**Run 1: signal wires on met1**

Bar = 20 µm.
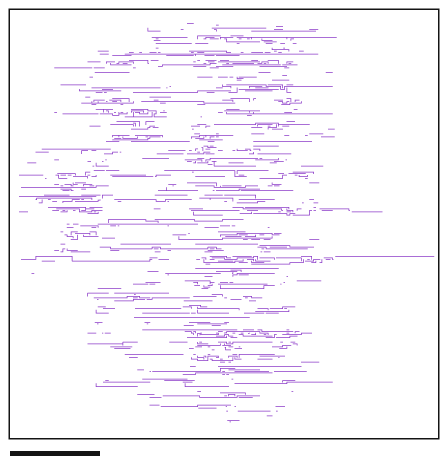
**Run 1: M2 wires**

Bar = 20 µm.
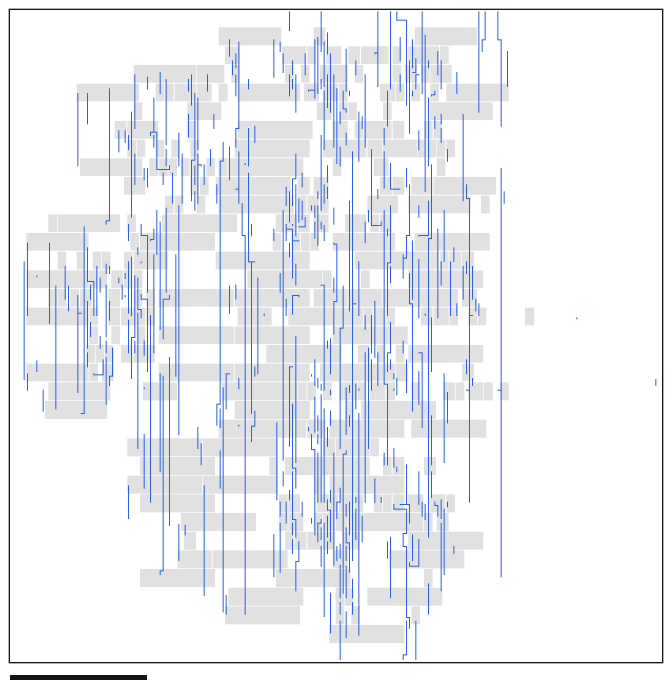
**Run 1: the metal 3 layer**

Bar = 20 µm.
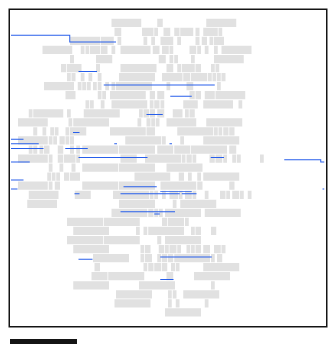
**Run 1: local utilization**

9 x 9 tiles, from white (low) to dark blue (high), 0 to 100% covered.
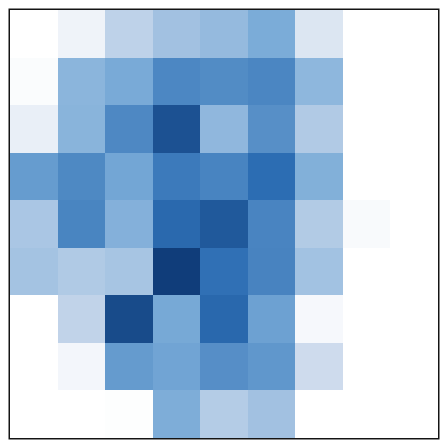
## src/rtl/count_wrap_logger_if.sv

```systemverilog
// Counter-monitor bus: sampled counter controls in, queued event stream out (valid/ready).
// ev_ts exists only when COUNT_LOG_TS_EN is defined.
interface count_wrap_logger_if #(
   parameter int WIDTH = 4,
   parameter int DEPTH = 8
`ifdef COUNT_LOG_TS_EN
   , parameter int TS_WIDTH = 16
`endif
);
   logic [WIDTH-1:0]       count_in;
   logic                   load_in;
   logic                   up_down_in;
   logic                   ev_valid;
   logic                   ev_ready;
   logic [1:0]             ev_type;
   logic [WIDTH-1:0]       ev_count;
`ifdef COUNT_LOG_TS_EN
   logic [TS_WIDTH-1:0]    ev_ts;
`endif
   logic                   ev_overflow;
   logic [$clog2(DEPTH):0] ev_level;

   modport master (
`ifdef COUNT_LOG_TS_EN
      input  ev_ts,
`endif
      output count_in, load_in, up_down_in, ev_ready,
      input  ev_valid, ev_type, ev_count, ev_overflow, ev_level
   );

   modport slave (
`ifdef COUNT_LOG_TS_EN
      output ev_ts,
`endif
      input  count_in, load_in, up_down_in, ev_ready,
      output ev_valid, ev_type, ev_count, ev_overflow, ev_level
   );
endinterface

```

## src/rtl/count_wrap_logger.sv

```systemverilog
// Event logger for the modulo counter: classifies wrap/load/illegal samples into a FWFT FIFO; push-to-valid 1 cycle.
// Consumer stalls with ev_ready=0; a push into a full FIFO without a pop is dropped and flagged. Timestamps via COUNT_LOG_TS_EN.
module count_wrap_logger_fifo #(
   parameter int W     = 8,
   parameter int DEPTH = 8
) (
   input  logic                   clock,
   input  logic                   resetn,
   input  logic                   i_push_vld,
   input  logic [W-1:0]           i_push_dat,
   input  logic                   i_pop_rdy,
   output logic                   o_pop_vld,
   output logic [W-1:0]           o_pop_dat,
   output logic                   o_drop,
   output logic [$clog2(DEPTH):0] o_level
);
   localparam int AW = $clog2(DEPTH);

   logic [W-1:0]  r_mem [DEPTH];
   logic [AW-1:0] r_wr_ptr;
   logic [AW-1:0] r_rd_ptr;
   logic [AW:0]   r_level;
   logic          w_full;
   logic          w_pop;
   logic          w_push;

   assign w_full    = (r_level == (AW+1)'(DEPTH));
   assign o_pop_vld = (r_level != '0);
   assign w_pop     = o_pop_vld & i_pop_rdy;
   // A simultaneous pop frees the slot, so a full FIFO still accepts the push.
   assign w_push    = i_push_vld & (~w_full | w_pop);
   assign o_drop    = i_push_vld & w_full & ~w_pop;
   assign o_pop_dat = r_mem[r_rd_ptr];
   assign o_level   = r_level;

   always_ff @(posedge clock or negedge resetn) begin
      if (!resetn) begin
         r_wr_ptr <= '0;
         r_rd_ptr <= '0;
         r_level  <= '0;
      end else begin
         if (w_push) r_wr_ptr <= r_wr_ptr + AW'(1);
         if (w_pop)  r_rd_ptr <= r_rd_ptr + AW'(1);
         case ({w_push, w_pop})
            2'b10:   r_level <= r_level + (AW+1)'(1);
            2'b01:   r_level <= r_level - (AW+1)'(1);
            default: r_level <= r_level;
         endcase
      end
   end

   always_ff @(posedge clock) begin
      if (w_push) r_mem[r_wr_ptr] <= i_push_dat;
   end
endmodule

module count_wrap_logger #(
   parameter int WIDTH     = 4,
   parameter int MAX_COUNT = 11,
   parameter int DEPTH     = 8
`ifdef COUNT_LOG_TS_EN
   , parameter int TS_WIDTH = 16
`endif
) (
   input logic                 clock,
   input logic                 resetn,
   count_wrap_logger_if.slave  bus
);
   localparam logic [WIDTH-1:0] MAXC = WIDTH'(MAX_COUNT);

   typedef enum logic [1:0] {
      EV_WRAP_UP = 2'b00,
      EV_WRAP_DN = 2'b01,
      EV_LOAD    = 2'b10,
      EV_ILLEGAL = 2'b11
   } ev_type_e;

   typedef struct packed {
`ifdef COUNT_LOG_TS_EN
      logic [TS_WIDTH-1:0] ts;
`endif
      ev_type_e            typ;
      logic [WIDTH-1:0]    cnt;
   } ev_t;

   logic [WIDTH-1:0] r_prev_count;
   logic             r_prev_load;
   logic             r_prev_ud;
   logic             r_armed;
   logic             r_overflow;
   ev_t              w_ev;
   logic             w_ev_vld;
   ev_t              w_head;
   logic             w_head_vld;
   logic             w_drop;
`ifdef COUNT_LOG_TS_EN
   logic [TS_WIDTH-1:0] r_ts;

   always_ff @(posedge clock or negedge resetn) begin
      if (!resetn) r_ts <= '0;
      else         r_ts <= r_ts + TS_WIDTH'(1);
   end
`endif

   always_ff @(posedge clock or negedge resetn) begin
      if (!resetn) begin
         r_prev_count <= '0;
         r_prev_load  <= 1'b0;
         r_prev_ud    <= 1'b0;
         r_armed      <= 1'b0;
         r_overflow   <= 1'b0;
      end else begin
         r_prev_count <= bus.count_in;
         r_prev_load  <= bus.load_in;
         r_prev_ud    <= bus.up_down_in;
         r_armed      <= 1'b1;
         r_overflow   <= r_overflow | w_drop;
      end
   end

   // Priority: ILLEGAL > LOAD > wraps; a load reports the value it produced.
   always_comb begin
      w_ev     = '0;
      w_ev_vld = 1'b0;
      w_ev.cnt = bus.count_in;
`ifdef COUNT_LOG_TS_EN
      w_ev.ts  = r_ts;
`endif
      if (r_armed) begin
         if (bus.count_in > MAXC) begin
            w_ev_vld = 1'b1;
            w_ev.typ = EV_ILLEGAL;
         end else if (r_prev_load) begin
            w_ev_vld = 1'b1;
            w_ev.typ = EV_LOAD;
         end else if (r_prev_ud && r_prev_count == MAXC && bus.count_in == '0) begin
            w_ev_vld = 1'b1;
            w_ev.typ = EV_WRAP_UP;
         end else if (!r_prev_ud && r_prev_count == '0 && bus.count_in == MAXC) begin
            w_ev_vld = 1'b1;
            w_ev.typ = EV_WRAP_DN;
         end
      end
   end

   count_wrap_logger_fifo #(
      .W     ($bits(ev_t)),
      .DEPTH (DEPTH)
   ) u_fifo (
      .clock      (clock),
      .resetn     (resetn),
      .i_push_vld (w_ev_vld),
      .i_push_dat (w_ev),
      .i_pop_rdy  (bus.ev_ready),
      .o_pop_vld  (w_head_vld),
      .o_pop_dat  (w_head),
      .o_drop     (w_drop),
      .o_level    (bus.ev_level)
   );

   // Head fields read as zero while empty so stale RAM never reaches the port.
   assign bus.ev_valid    = w_head_vld;
   assign bus.ev_type     = w_head_vld ? w_head.typ : 2'b00;
   assign bus.ev_count    = w_head_vld ? w_head.cnt : '0;
`ifdef COUNT_LOG_TS_EN
   assign bus.ev_ts       = w_head_vld ? w_head.ts : '0;
`endif
   assign bus.ev_overflow = r_overflow;
endmodule

```

## src/flat_wrapper.sv

```systemverilog
// flat-port wrapper written by rule: the top's interface ports become plain ports
module count_wrap_logger_flat 
#(
   parameter int WIDTH     = 4,
   parameter int MAX_COUNT = 11,
   parameter int DEPTH     = 8

)
  (clock, resetn, bus_count_in, bus_load_in, bus_up_down_in, bus_ev_ready, bus_ev_valid, bus_ev_type, bus_ev_count, bus_ev_overflow, bus_ev_level);
  count_wrap_logger_if #(.WIDTH(WIDTH), .DEPTH(DEPTH)) bus_i ();
  input logic clock;
  input logic resetn;
  input wire logic [$bits(bus_i.count_in)-1:0] bus_count_in;
  input wire logic [$bits(bus_i.load_in)-1:0] bus_load_in;
  input wire logic [$bits(bus_i.up_down_in)-1:0] bus_up_down_in;
  input wire logic [$bits(bus_i.ev_ready)-1:0] bus_ev_ready;
  output wire logic [$bits(bus_i.ev_valid)-1:0] bus_ev_valid;
  output wire logic [$bits(bus_i.ev_type)-1:0] bus_ev_type;
  output wire logic [$bits(bus_i.ev_count)-1:0] bus_ev_count;
  output wire logic [$bits(bus_i.ev_overflow)-1:0] bus_ev_overflow;
  output wire logic [$bits(bus_i.ev_level)-1:0] bus_ev_level;
  assign bus_i.count_in = bus_count_in;
  assign bus_i.load_in = bus_load_in;
  assign bus_i.up_down_in = bus_up_down_in;
  assign bus_i.ev_ready = bus_ev_ready;
  assign bus_ev_valid = bus_i.ev_valid;
  assign bus_ev_type = bus_i.ev_type;
  assign bus_ev_count = bus_i.ev_count;
  assign bus_ev_overflow = bus_i.ev_overflow;
  assign bus_ev_level = bus_i.ev_level;
  count_wrap_logger #(.WIDTH(WIDTH), .MAX_COUNT(MAX_COUNT), .DEPTH(DEPTH)) u_core (.clock(clock), .resetn(resetn), .bus(bus_i));
endmodule
```

## config.mk

```make
export PLATFORM = sky130hd
export DESIGN_NAME = count_wrap_logger_flat
export DESIGN_NICKNAME = d
export VERILOG_FILES = /design/src/rtl/count_wrap_logger_if.sv /design/src/rtl/count_wrap_logger.sv /design/src/flat_wrapper.sv
export SDC_FILE = /design/constraint.sdc
export NUM_CORES = 1
export LEC_CHECK = 0
export ABC_AREA = 1
export CAP_MARGIN = 10
export CORE_MARGIN = 2
export CORE_UTILIZATION = 35
export DETAILED_ROUTE_END_ITERATION = 10
export DONT_BUFFER_PORTS = 1
export SYNTH_ARGS = -nofsm -noshare
export SYNTH_HDL_FRONTEND = slang
export SYNTH_HIERARCHICAL = 1
export SYNTH_SLANG_ARGS = --single-unit
export TNS_END_PERCENT = 1
```

## constraint.sdc

```tcl
create_clock -name clock -period 5 [get_ports clock]
set_input_delay 1 -clock clock [delete_from_list [all_inputs] [get_ports clock]]
set_output_delay 1 -clock clock [all_outputs]
set_load 0.05 [all_outputs]
```

==> results.txt, run 1 <==
flow finished, numbers: FF+latch area=1890 µm², 1st-iter DRT viols=240, initial antenna violation count=0, gpl congestion=0.791, vias in the first global route=1802, minimum clock period after layout=3.33 ns, Synth Cell Area=2900 µm², die extent in y=95.0 µm, HPWL Detailed=3800 µm, Latency at later pin=0.33 ns, Final Total Pwr=1.94 mW, Synth flops=66, DR WL/cell=13.9 µm, flop2flop setup slack=2.84 ns, Core Region=8130 µm², YS warnings=6, Max FO, Critical Path=26, normalized max-slew margin=0.513, Hold Slack=0.352 ns, CP Capture Point=bus_ev_count[1], H-tree depth=3, Log Warnings=26, Num CTS Buffers=9, Max VDD drop=0.000179 V, Top cell excl fill/tap=nor2_1, Via-to-Cell Ratio=4.79, Hold Fails Final Rpt=0, post-placement worst setup slack=2.04 ns, DP Cell Count=373, TNS Setup=0 ns, Final Cell Area=3180 µm², # DRC=0, r2r startpoint=u_core/r_prev_count[3]$_DFF_PN0_, Worst EP required=4.00 ns, Finished Layout Cells=389, largest net degree at the start of global routing=27, chip area line of the yosys report=2900 µm², post-cts repair resize count=0, Worst Setup SP=u_core/u_fifo/r_rd_ptr[0]$_DFFE_PN0N_, share of post-route cells with drive strength above 1=0.109, CP Data Arrival Time=2.33 ns, final worst slack=1.67 ns, Setup Skew=0.00748 ns, leakage=1.25 nW, Synth cell types=30, Worst Setup Path Type=reg2out, Mapped Avg Cell Area=10.5 µm², Site Rows=33, Area growth syn-to-layout=9.85%, Worst Reg-to-Reg Cells=9, Total Nets Final=291, Yosys Instances=275, power density over the cells=611 nW/µm², Clock Tree Root=clkbuf_8, gr ovfl total=0, Critical R2R Capture=u_core/u_fifo/r_mem[3][2]$_DFFE_PP_, Clock transition at path regs=0.07 ns, clock tree buffer depth=2, post-layout period usage=0.665, Combinational Area=865 µm², CTS Sinks=66, DP Area=3000 µm², GR Util All Layers=0.134, Seq/Total Area, Yosys=0.653, Starting Density=0.356, CTS tree=yes, post-route ant nets=0, DRT Pass-1 Iters=5, fin util=0.391, HP Class=in2async, outcome=completed, Setup crit start kind=flop, Least-Margin Pin Slew=0.731 ns, die area=9020 µm², fin. max-slew vios=0, unrepaired setup endpoints after global routing=no, Post-Syn Nets=287, fmax=301 MHz, cells after synthesis=275, PortBufs=0, Ports=21, # hold bufs at CTS=0, die width=95.0 µm
About 'signal wires on met1':
wire length on this layer: 2520 µm
share of all routed wire: 47%
main direction: horizontal

About 'M2 wires':
share of all routed wire: 47%
wire length on this layer: 2550 µm

About 'the metal 3 layer':
longest straight run: 33.1 µm
wire length on this layer: 241 µm
share of all routed wire: 4.5%
nets with wire on the layer: 20
WL final: 5410 µm
via count: 1862

About 'local utilization':
mean over tiles: 34%
emptiest ninth of the die: lower right
tiles over 75% full: 8.6%

==> run 1: layout make-up <==
type	instances	share of cell area
Tap cell	105	0.0413
Inverter	28	0.0338
Multi-Input combinational cell	174	0.272
Clock inverter	5	0.0173
Clock buffer	11	0.0413
Sequential cell	66	0.595
==> run 1: logic make-up after synthesis <==
group,after synthesis,synth area share
AND/OR/NAND/NOR,125,0.195
flip-flops,66,0.653
AND-OR/OR-AND,41,0.0773
buffers and inverters,35,0.0484
XOR/XNOR,4,0.0121
adder cells (fa/ha/maj),3,0.0130
other,1,0.00129
==> run 1: cells in the mapped netlist <==
cell type,n,area share
conb_1,1,0.0013
nand3_2,1,0.0035
a21oi_2,1,0.0030
nand4_1,4,0.0086
nand2_4,3,0.012
nand3_4,1,0.0060
dfrtp_1,18,0.16
nor2_1,61,0.079
nand3_1,8,0.014
inv_4,1,0.0022
nand2_1,38,0.049
xor2_1,4,0.012
inv_2,2,0.0026
clkbuf_1,2,0.0026
buf_2,5,0.0086
nor3_1,1,0.0017
ha_1,3,0.013
nor2_2,2,0.0043
a21oi_1,2,0.0035
nand2_2,2,0.0043
nor2_4,1,0.0039
edfxtp_1,48,0.50
or2_2,1,0.0022
nor3_2,1,0.0035
o21ai_1,2,0.0035
a31oi_1,6,0.013
o22ai_1,6,0.013
o21ai_0,24,0.041
or2_4,1,0.0030
inv_1,25,0.032
==> run 1: metal layers <==
| metal | vias to the layer above | part of all wire | GRT usage |
|---|---|---|---|
| met5 | - | 0 | 0 |
| met4 | 0 | 0.019 | 0.0664 |
| met3 | 9 | 0.045 | 0.0343 |
| met2 | 44 | 0.47 | 0.200 |
| met1 | 880 | 0.47 | 0.180 |
| li1 | 929 | - | - |
==> run 1: sequential cells by signal (all words and copies together) (netlist names) <==
| name | count |
|---|---|
| u_core/r_prev_count | 4 |
| u_core/u_fifo/o_level | 4 |
| u_core/u_fifo/r_wr_ptr | 3 |
| u_core/r_prev_ud | 1 |
| u_core/r_armed | 1 |
| u_core/u_fifo/r_rd_ptr | 3 |
| u_core/r_prev_load | 1 |
| u_core/bus.ev_overflow | 1 |
| u_core/u_fifo/r_mem | 48 |
==> run 1: critical path: stages (launching register included) <==
cell,delay (ns)
dfrtp_1,0.65
inv_2,0.43
o21ai_0,0.14
o22ai_1,0.16
nor2_1,0.06
a31oi_1,0.14
nand2_1,0.07
inv_1,0.35
==> run 1: power breakdown <==
group          total, mW  internal [mW]  switching [mW]
registers          0.839          0.669           0.169
clock network      0.423          0.229           0.194
logic              0.682          0.176           0.506
total               1.94           1.07           0.870
**Run 1: congestion heat map**

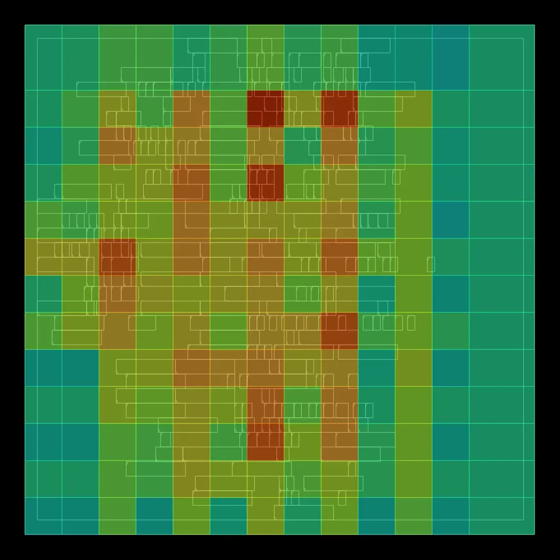

==> run 1 -> run 2 <==
==> constraint.sdc (replaced) <==
create_clock -name clock -period 3.22 [get_ports clock]
set_input_delay 0.644 -clock clock [delete_from_list [all_inputs] [get_ports clock]]
set_output_delay 0.644 -clock clock [all_outputs]
set_load 0.05 [all_outputs]
**Run 2: congestion heat map**

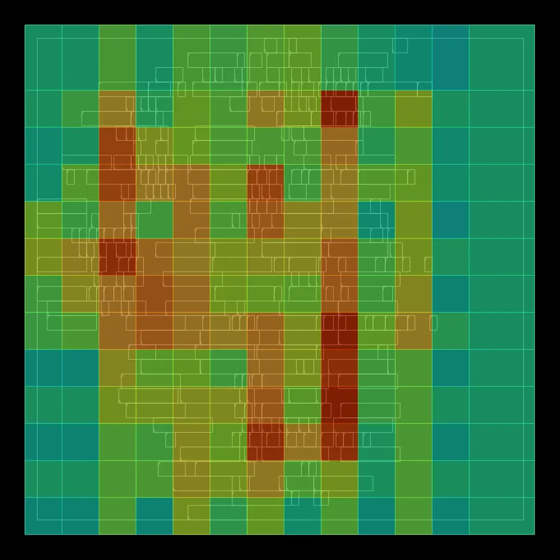
met2 usage: 0.217
fin util: 0.399
DR WL/cell: 14.3 µm
M1 GR Usage: 0.172

==> run 2 against run 1 <==
- register-to-register slack got worse by 1.8 ns
- power is 63% higher
- first-iteration DRC count fell by 19%
- synthesized cell count unchanged
- wire length increased by 3.5%
- critical path type unchanged
==> results.txt, run 2 <==
flow finished, numbers: async set or reset register ratio after synthesis=0.273 (unchanged), Area leader share=0.498 (unchanged), Via-to-Cell Ratio=4.95 (+3.4%), GR Util All Layers=0.140 (+0.00602), CP most frequent cell=inv_1, clock tree buffer depth=2 (unchanged), Hold Slack=0.327 ns (-0.0254 ns), gpl congestion=0.770 (-2.6%), CP endpoint kind=output pin, Clock transition at path regs=0.07 ns (about the same), Largest cells by area=edfxtp_1, dfrtp_1, nor2_1, nand2_1, o21ai_0, Site Rows=33 (unchanged), Setup Skew=0.00573 ns (-0.00174 ns), CP Data Arrival Time=2.23 ns (-0.10 ns), WL final=5600 µm (+3.5%), Seq/Total Area, Yosys=0.653 (unchanged), chip area line of the yosys report=2900 µm² (unchanged), leakage=1.29 nW (+2.9%), count leader, synth=nor2_1, Yosys Instances=275 (unchanged), share of post-route cells with drive strength above 1=0.122 (+0.0124), HPWL Detailed=3770 µm (-0.71%), met2 WL=2580 µm (+1.2%), outcome=completed, Starting Density=0.356 (unchanged), normalized max-slew margin=0.437 (-0.0755), area leader, netlist=edfxtp_1, # DRC=0 (unchanged), Worst path max stage delay=0.53 ns (-0.12 ns), largest net degree at the start of global routing=27 (unchanged), Synth flops=66 (unchanged), final worst slack=0.349 ns (-1.33 ns), Area growth syn-to-layout=12.1%, post-layout period usage=0.892, CP max-delay cell=dfrtp_1, post-placement worst setup slack=0.607 ns (-1.43 ns), Core Region=8130 µm² (unchanged), Ports=21 (unchanged), commonest cells in the synthesized netlist=nor2_1, edfxtp_1, nand2_1, inv_1, o21ai_0, YS warnings=6 (unchanged), die area=9020 µm² (unchanged), fin. max-slew vios=0 (unchanged), Log Warnings=26 (unchanged), Clock Tree Root=clkbuf_8, Worst EP required=2.58 ns (-1.42 ns), H-tree depth=3 (unchanged), 1st-iter DRT viols=194 (-19%), cells after synthesis=275 (unchanged), PortBufs=0 (unchanged), Biggest register=u_core/u_fifo/r_mem, DRT Pass-1 Iters=6 (+1), TNS Setup=0 ns (unchanged), Worst Setup Path Type=reg2out, via count=1945 (+4.5%), met1 wire length=2620 µm (+3.9%), fmax=348 MHz, max-cap viol count=0, Synth cell types=30 (unchanged), Total Nets Final=295 (+1.4%), Synth Cell Area=2900 µm² (unchanged), Hold Fails Final Rpt=0 (unchanged), Top cell excl fill/tap=nor2_1, most used flip-flop cell=edfxtp_1, die extent in y=95.0 µm (unchanged), CTS Sinks=66 (unchanged), max layer used=met4, max reg flops=48 (unchanged), vias in the first global route=1873 (+3.9%), Least-Margin Pin Slew=0.841 ns (+0.111 ns), Max VDD drop=0.000309 V (+73%), post-route ant nets=0 (unchanged), Mapped Avg Cell Area=10.5 µm² (unchanged), power density over the cells=972 nW/µm² (+59%), Num CTS Buffers=9 (unchanged), die width=95.0 µm (unchanged), Latency at later pin=0.34 ns (about the same), Worst Reg-to-Reg Cells=6 (-3), initial antenna violation count=0 (unchanged), gr ovfl total=0 (unchanged), Post-synth EDFFs=48 (unchanged), worst path cell trace=inv_1 > o21ai_0 > o22ai_1 > nor2_1 > a31oi_1 > nand2_1 > inv_1, metal3 WL=247 µm (+2.5%), unrepaired setup endpoints after global routing=no, minimum clock period after layout=2.87 ns
run 2: netlist changes by cell type in the layout (fill, tap and decap cells not counted), sizes merged:
cell         before  now
inv              28   27
clkinv            2    4
dlygate4sd3       0    1
buf               0    3
clkbuf           11   10
clkinvlp          2    1
bufinv            1    2
run 2: final cells by class:
cell class / count / area [µm²] / share of cell area
inverters: 28 / 109 / 0.0335
multi-input cells: 174 / 865 / 0.266
clock inverters: 6 / 80.1 / 0.0247
clock buffers: 10 / 138 / 0.0424
repair buffers: 4 / 32.5 / 0.0100
well taps: 105 / 131 / 0.0404
flip-flops and latches: 66 / 1890 / 0.583
run 2: layer usage:
metal	GRT usage	vias up
met5	0	-
met4	0.0857	0
met3	0.0399	15
met2	0.217	60
met1	0.172	932
li1	-	938
run 2: final timing paths:
kind,startpoint,slack (ns),end
max,u_core/u_fifo/r_rd_ptr[1]$_DFFE_PN0N_,0.35,bus_ev_count[2]
min,bus_up_down_in,0.33,u_core/r_prev_ud$_DFF_PN0_
max reg2reg,u_core/u_fifo/o_level[1]$_DFFE_PN0P_,1.05,u_core/u_fifo/r_mem[1][0]$_DFFE_PP_
min reg2reg,u_core/u_fifo/r_wr_ptr[0]$_DFFE_PN0P_,0.54,u_core/u_fifo/r_wr_ptr[0]$_DFFE_PN0P_
max in group asynchronous,resetn,1.80,u_core/u_fifo/r_rd_ptr[0]$_DFFE_PN0N_
min in group asynchronous,resetn,0.85,u_core/u_fifo/o_level[0]$_DFFE_PN0P_
run 2: cell families (layout without fill, tap and decap cells):
logic type / Yosys count / in the layout / share of synthesized area
compound gates: 41 / 41 / 0.0773
flops: 66 / 66 / 0.653
simple gates: 125 / 125 / 0.195
other cells: 1 / 1 / 0.00129
fa+ha+maj: 3 / 3 / 0.0130
buf+inv: 35 / 48 / 0.0484
xor+xnor: 4 / 4 / 0.0121
run 2: repair_timing:
action                                 in CTS  in global routing
setup endpoints to repair                   0                  3
endpoints found under the hold margin      18                  0
hold buffers                                1                  0
resized                                     0                  2
run 2: critical path, delay by kind of cell, from the launching register on:
kind,cells,cell delay [ns]
AND-OR/OR-AND,3,0.47
buffers and inverters,2,0.74
flip-flops,1,0.53
AND/OR/NAND/NOR,2,0.13
run 2: power by group:
| part | leakage (nW) | switching [mW] | internal (mW) |
|---|---|---|---|
| Sequential | 0.648 | 0.205 | 1.04 |
| Combinational | 0.532 | 0.871 | 0.290 |
| Clock | 0.107 | 0.301 | 0.450 |
| Total | 1.29 | 1.38 | 1.78 |
run 2: through the flow:
step,instances,cell area (µm²),power (mW)
floorplan,275,2900,2.23
global route,393,3250,3.36
global placement,376,3020,2.39
CTS,393,3250,3.18
detailed placement,376,3020,2.41
finish,393,3250,3.16
**Run 2: the metal 3 layer**

Bar = 20 µm.
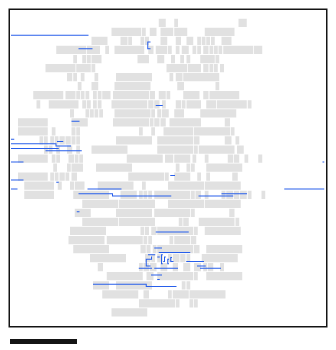

==> run 2 -> run 3 <==
==> constraint.sdc (replaced) <==
create_clock -name clock -period 3.22 [get_ports clock]
set_input_delay 0.805 -clock clock [delete_from_list [all_inputs] [get_ports clock]]
set_output_delay 0.805 -clock clock [all_outputs]
set_load 0.05 [all_outputs]
**Run 3: the metal 3 layer**

Bar = 20 µm.
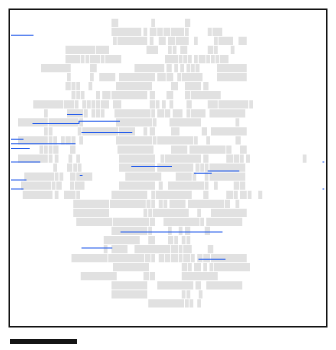
nets with wire on the layer: 13
wire length on this layer: 171 µm
main direction: horizontal
longest straight run: 30.4 µm
share of all routed wire: 3.2%
WL final: 5420 µm
via count: 1854
met3 global-route usage: 0.0295

==> run 3 against run 2 <==
- final cell count is 0.76% higher
- largest cell class unchanged
- combinational power is 5% higher
- sequential power is 4% lower
- sequential share of layout area is 0.57 points higher
- clock-buffer cell count is 3 higher
- first-iteration DRC count is 8.8% lower
- critical path type unchanged
- fmax is 6.3% lower
- via count is 4.7% lower
- wire length is 3.2% lower
- critical path depth stayed put
- worst hold slack worse by 0.16 ns
==> results.txt, run 3 <==
flow finished, numbers: outcome=completed, Setup crit start kind=flop, HPWL Detailed=3780 µm (+0.10%), flop2flop setup slack=1.07 ns (+0.02 ns), CP Depth=7 (unchanged), Hold Fails Final Rpt=0 (unchanged), Area growth syn-to-layout=11.1%, cells after synthesis=275 (unchanged), clock tree buffer depth=2 (unchanged), async set or reset register ratio after synthesis=0.273 (unchanged), Max VDD drop=0.000328 V (+6.1%), final worst slack=0.158 ns (-0.191 ns), fmax=327 MHz (-6.3%), Yosys Instances=275 (unchanged), Worst Reg-to-Reg Cells=9 (+3), unrepaired setup endpoints after global routing=no, simple-gate share of the synthesized area=0.195 (unchanged), Via-to-Cell Ratio=4.68 (-5.4%), Mapped Avg Cell Area=10.5 µm² (unchanged), chip area line of the yosys report=2900 µm² (unchanged), Latency at later pin=0.33 ns (about the same), r2r startpoint=u_core/r_prev_count[3]$_DFF_PN0_, Worst EP required=2.41 ns (-0.17 ns), MUX share of area=0 (unchanged), Synth Cell Area=2900 µm² (unchanged), share of post-route cells with drive strength above 1=0.131 (+0.00906), Site Rows=33 (unchanged), Setup Skew=0.00617 ns (+0.000432 ns), # DRC=0 (unchanged), post-placement worst setup slack=0.471 ns (-0.136 ns), CP endpoint kind=output pin, Top cell excl fill/tap=nor2_1, Num CTS Buffers=9 (unchanged), max reg flops=48 (unchanged), Critical R2R Capture=u_core/u_fifo/r_mem[1][2]$_DFFE_PP_, Starting Density=0.356 (unchanged), Area leader share=0.498 (unchanged), Top cells excl fill/tap=nor2_1, edfxtp_1, nand2_1, Post-Syn Nets=287, minimum clock period after layout=3.06 ns (+0.191 ns), Max FO, Critical Path=14, Core Region=8130 µm² (unchanged), Ports=21 (unchanged), most used flip-flop cell=edfxtp_1, worst path cell trace=inv_1 > o21ai_0 > o22ai_1 > nor2_1 > a31oi_1 > nand2_1 > inv_1, die width=95.0 µm (unchanged), commonest cells in the synthesized netlist=nor2_1, edfxtp_1, nand2_1, inv_1, o21ai_0, Finished Layout Cells=396 (+0.76%), YS warnings=6 (unchanged), CTS Sinks=66 (unchanged), 1st-iter DRT viols=177 (-8.8%), die extent in y=95.0 µm (unchanged), area leader, netlist=edfxtp_1, Post-CTS Setup Bufs=0, power density over the cells=933 nW/µm² (-4.1%), TNS Setup=0 ns (unchanged), CP Capture Point=bus_ev_count[2], Synth flops=66 (unchanged), normalized max-slew margin=0.505 (+0.0680), die area=9020 µm² (unchanged), initial antenna violation count=0 (unchanged), max-cap viol count=0 (unchanged), Clock Tree Root=clkbuf_8, Worst Setup Path Type=reg2out, leakage=1.28 nW (-0.59%), Worst Setup SP=u_core/u_fifo/r_rd_ptr[1]$_DFFE_PN0N_, Worst path max stage delay=0.54 ns (about the same), gr ovfl total=0 (unchanged), first-pass GRT wire length=8760 µm, AO/OA Area Share=0.0773 (unchanged), DRT Pass-1 Iters=6 (unchanged), Top non-seq family=simple AND/OR/NAND/NOR gates, post-route ant nets=0 (unchanged), Worst path top cell family by delay=buffers and inverters, fin. max-slew vios=0 (unchanged), Log Warnings=26 (unchanged), Largest cells by area=edfxtp_1, dfrtp_1, nor2_1, nand2_1, o21ai_0, post-layout period usage=0.951 (+0.0595), CP Data Arrival Time=2.26 ns (+0.03 ns), # diodes=0, CP most frequent cell=inv_1, Total Nets Final=298 (+1.0%), CTS tree=yes, Least-Margin Pin Slew=0.739 ns (-0.102 ns), Biggest register=u_core/u_fifo/r_mem, H-tree depth=3 (unchanged), count leader, synth=nor2_1, xor+xnor area frac=0.0121 (unchanged), Seq/Total Area, Yosys=0.653 (unchanged), vias in the first global route=1763 (-5.9%), CP max-delay cell=dfrtp_1, GR Util All Layers=0.132 (-0.00742), DP Cell Count=380 (+1.1%), Bufs and invs on worst path=2 (unchanged), PortBufs=0 (unchanged), Hold Slack=0.165 ns (-0.162 ns), Synth cell types=30 (unchanged), gpl congestion=0.816 (+5.9%), Clock transition at path regs=0.07 ns (about the same), largest net degree at the start of global routing=26 (-3.7%), Synth Area in Adders=0.0130 (unchanged), setup violators final=0, HP Class=in2async, Post-synth EDFFs=48 (unchanged), DR WL/cell=13.7 µm (-3.9%)
[run 3: cell families after synthesis]
logic type / count (synthesis)
and+or+nand+nor: 125
DFF: 66
AOI/OAI and AO/OA: 41
buffers and inverters: 35
xor gates and xnor gates: 4
adders and majority gates: 3
other: 1
[run 3: cell type report]
type	count	area [µm²]
Tap cell	105	131
Fill cell	757	4920
Clock buffer	13	149
Clock inverter	3	17.5
Multi-Input combinational cell	174	865
Sequential cell	66	1890
Timing Repair Buffer	7	52.6
Inverter	28	109
[run 3: where the power goes]
group          internal, mW  switching [mW]  total [mW]
registers              1.04           0.155        1.20
logic                 0.308           0.909        1.22
clock network         0.299           0.287       0.586
[run 3: worst min path at each step]
stage               cells after the start                                    end                                  start
CTS                                     0       u_core/r_prev_count[2]$_DFF_PN0_                                 resetn
detailed placement                      0   u_core/u_fifo/o_level[1]$_DFFE_PN0P_                                 resetn
floorplan                               2  u_core/u_fifo/r_wr_ptr[0]$_DFFE_PN0P_  u_core/u_fifo/r_wr_ptr[0]$_DFFE_PN0P_
finish                                  0  u_core/u_fifo/r_rd_ptr[0]$_DFFE_PN0N_                                 resetn
global route                            0  u_core/u_fifo/r_rd_ptr[0]$_DFFE_PN0N_                                 resetn
global placement                        0   u_core/u_fifo/o_level[0]$_DFFE_PN0P_                                 resetn
[run 3: metal layers]
layer / up-vias / GRT usage / share of wire
met2: 25 / 0.207 / 0.48
met3: 6 / 0.0295 / 0.031
li1: 942 / - / -
met5: - / 0 / 0
met4: 0 / 0.0616 / 0.012
met1: 881 / 0.175 / 0.48
[run 3: metrics by stage]
step / total power, mW / cell area, µm² / utilization
2_1_floorplan: 2.23 / 2900 / -
3_3_place_gp: 2.42 / 3050 / 0.375
3_5_place_dp: 2.44 / 3050 / 0.375
4_1_cts: 3.02 / 3210 / 0.395
5_1_grt: 3.20 / 3220 / 0.395
6_report: 3.00 / 3220 / 0.395
[run 3: repair_timing]
action | 4_1_cts | 5_1_grt
gates resized | 0 | 2
endpoints found under the setup margin | 0 | 3
hold buffers | 0 | 0
Power and IR drop assume default switching activity.
